Design led_sequencer, sky130hd; sources not shown.
### Routed metal per tile, run 1

18 x 18 tiles, from dark blue (low) to red (high), scaled to the fullest tile. Values are wire area over tile area, all layers added.
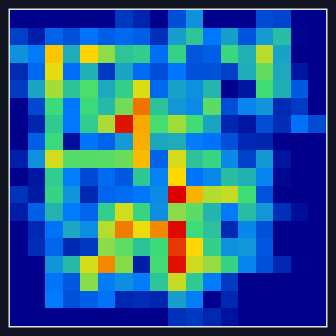
densest ninth of the die = centre
tiles over half the peak = 17%
emptiest ninth of the die = south-east
mean over tiles = 0.092
nearly empty tiles = 24%
fullest tile = 0.35
Wirelength per Cell: 12.38 um
routed vias: 1746
GRT Resource Usage Total: 12.87%
final wirelength: 4768 um

### Clock wiring as the flow saved it, run 1

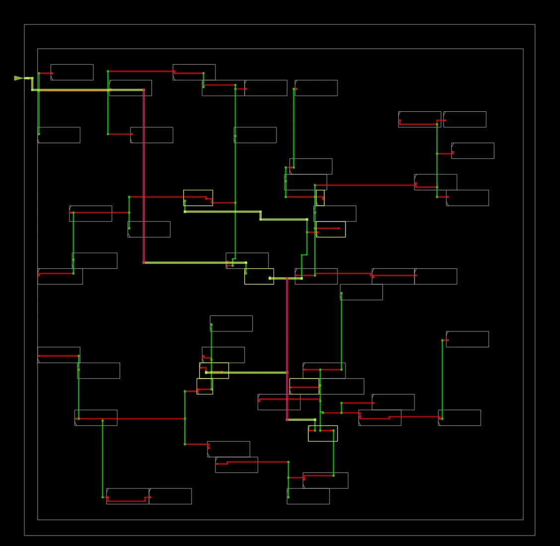
CTS Buf Count: 5
Latency at later pin: 300 ps
P_clk: 0.634 mW
flip-flops: 44

### Register map, names as in the netlist, run 1

Other sequential cells in the stronger grey, the rest of the logic in the fainter grey.
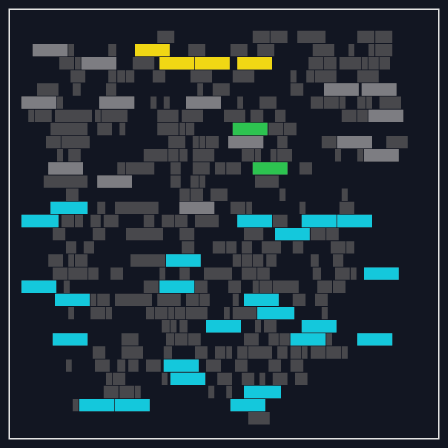
`div_cnt` -> cyan  # flops 24
`leds` -> yellow  # flops 4, where north
`mode_q` -> green  # flops 2
sequential share of cell area: 30.39%
register area: 885.9 sq um
sequential cell power: 0.944 mW

==> reports/metrics.yaml, run 1 <==
core_area_sq_mm: 0.006869
largest_register_ff_count: 24
layout_top_cells: "40 x dfxtp_1, 36 x nor2_1, 36 x buf_4"
clockBufferDepth: 2
end_kind: "primary output"
grt_pass1_wl_um: 7817
top_cell: "dfxtp_1"
worst_hold_slack_ps: 271.8
drc: 0
intPower_mw: 1.303
buffer_area_share_pct: 16.52
top_layer: "met4"
ys_sh_adder_pct: 6.421
cpLargestDelayFamily: "buffers and inverters"
maxCapViolations: 0
grt_pass1_vias: 1655
power_density_mw_per_mm2: 589.3
ys_area_sq_mm: 0.002143
use_met3_pct: 3.078
swShare_pct: 24.15
syn-mean-instance-area_sq_um: 9.082
xor_area_share_pct: 11.85
compound_area_share_pct: 7.122
crit_fanout: 1
top_cells_by_area: "dfxtp_1 41%, nor2_1 6.7%, ha_1 6.4%, xor2_1 6.1%, xnor2_1 5.7%"
fin_crit_sh_pct: 96.01
antenna_found_initial: 0
r2r_slack_ps: 100
common_cells: "44 x dfxtp_1, 38 x nor2_1, 15 x xor2_1"
area.growth.synth_to_final_pct: 36.02
port_buffers: 14
tap_cells: 96
start_kind: "register"
cts_setup_buffers: 0
pwr-share-seq_pct: 54.9
fin_nets: 308
outcome: "complete, no violations"
comb.multi_input.count: 175
crit_cells: 1
comb_share_pct: 44.72
topCombFamilyByArea: "simple AND/OR/NAND/NOR gates"
synth-edff-count: 0
clock-sinks: 44
vias_per_cell: 4.535
n_antenna_cell: 0
clkTransAtPathRegs_ps: 90
die_x_um: 88.53
final_util_pct: 42.44
synth_warnings: 0
area_dominant_class: "combinational gates"
die_area_sq_mm: 0.007837
synth_flops: 44
floorplan.nets: 256
tns_ps: 0
--- run 2 (diff from run 1) ---
Settings changed: CORE_MARGIN 2 to 4.
### Register map, names as in the netlist, run 2

Other sequential cells in the stronger grey, the rest of the logic in the fainter grey.
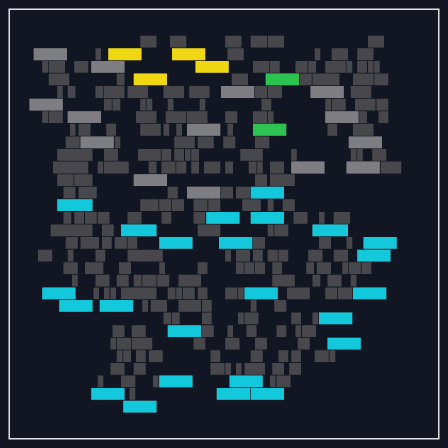
`div_cnt` -> cyan  # flops 24
`mode_q` -> green  # flops 2
`leds` -> yellow  # flops 4
sequential share of cell area: 30.89%
post-layout util: 41.69%
sequential cell power: 0.943 mW
register area: 884.6 sq um

==> run 2 against run 1 <==
Against the previous run:
- register-to-register slack worse by 50 ps
- design area shrank 1.8%
- die size increased by 9.2%
- via count decreased by 0.29%
- maximum frequency is 1.3% lower
- first-iteration DRC count grew 87%
- clock-buffer cell count unchanged
- critical path type is now register to register
==> reports/metrics.yaml, run 2 <==
outcome: "complete, no violations"
vias_per_cell: 4.558
routed_wl_um: 4495
fin_crit_sh_pct: 97.26
syn_inst: 236
top_cells_by_area: "dfxtp_1 41%, nor2_1 6.7%, ha_1 6.4%, xor2_1 6.1%, xnor2_1 5.7%"
die_x_um: 92.53
cts_buffers: 5
clkTransAtPathRegs_ps: 80
grt_pass1_wl_um: 7672
grt.total_usage_pct: 10.95
use_met3_pct: 2.681
end_kind: "register"
synth-edff-count: 0
cts_setup_buffers: 0
pwr-share-seq_pct: 54.7
tightestPinTransition_ps: 267.2
largest_register_ff_count: 24
fin_crit_ps: 1848
tap_cells: 96
r2r_slack_ps: 50
synth_warnings: 0
die_area_sq_mm: 0.008561
synth_flops: 44
xor_area_share_pct: 11.85
met2_usage_pct: 16.31
comb.multi_input.count: 175
layout_top_cells: "41 x dfxtp_1, 37 x nor2_1, 34 x buf_4"
worst_ep_arrival_time_ps: 1880
nFlopsAndLatches: 44
cpLargestDelayFamily: "simple AND/OR/NAND/NOR gates"
async_flop_share_pct: 0
top_layer: "met4"
drc: 0
overflow: 0
area_dominant_class: "combinational gates"
core_area_sq_mm: 0.006869
maxPowerGroup: "sequential cells"
routedWlPerCell_um: 11.77
layout_top_cell: "dfxtp_1"
power_density_mw_per_mm2: 601.7
comb_share_pct: 45.00
vias: 1741
maxSlewHeadroom_pct: 81.95
drive_gt1_share_pct: 25.52
floorplan.nets: 256
compound_area_share_pct: 7.122
clk_latency_ps: 290
maxCapViolations: 0
topCombFamilyByArea: "simple AND/OR/NAND/NOR gates"
intPower_mw: 1.331
start_kind: "register"
area.growth.synth_to_final_pct: 33.63
synthDistinctLibCells: 39
crit_cells: 8
n_antenna_cell: 0
worst_hold_slack_ps: 261.6
swShare_pct: 22.78
top_cell: "dfxtp_1"
final-comb-area_sq_mm: 0.001289
clock-sinks: 44
ys_area_sq_mm: 0.002143
syn-mean-instance-area_sq_um: 9.082
buffer_area_share_pct: 15.51
crit_top_cell: "nand4_1"
fin_nets: 306
grt_pass1_vias: 1638
clockBufferDepth: 2
firstDrtPassIters: 4
fmax_mhz: 541.2
port_buffers: 14
signal_buffers: 52
ys_sh_adder_pct: 6.421
common_cells: "44 x dfxtp_1, 38 x nor2_1, 15 x xor2_1"
crit_fanout: 3
tns_ps: 0
antenna_found_initial: 0
### Clock network drawn from the DEF, run 2

Bar = 20 um.
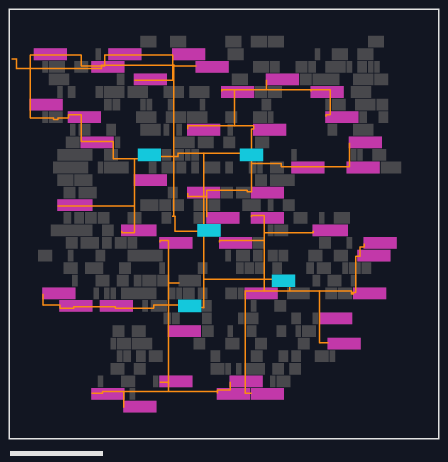
clock-net drivers -> cyan  # count 5
flip-flops -> magenta  # count 44
clock wires -> orange  # length 650 um
flops lie = widely spread
P_clk: 0.642 mW
clock power share: 37.3%

Power and IR drop assume default switching activity.
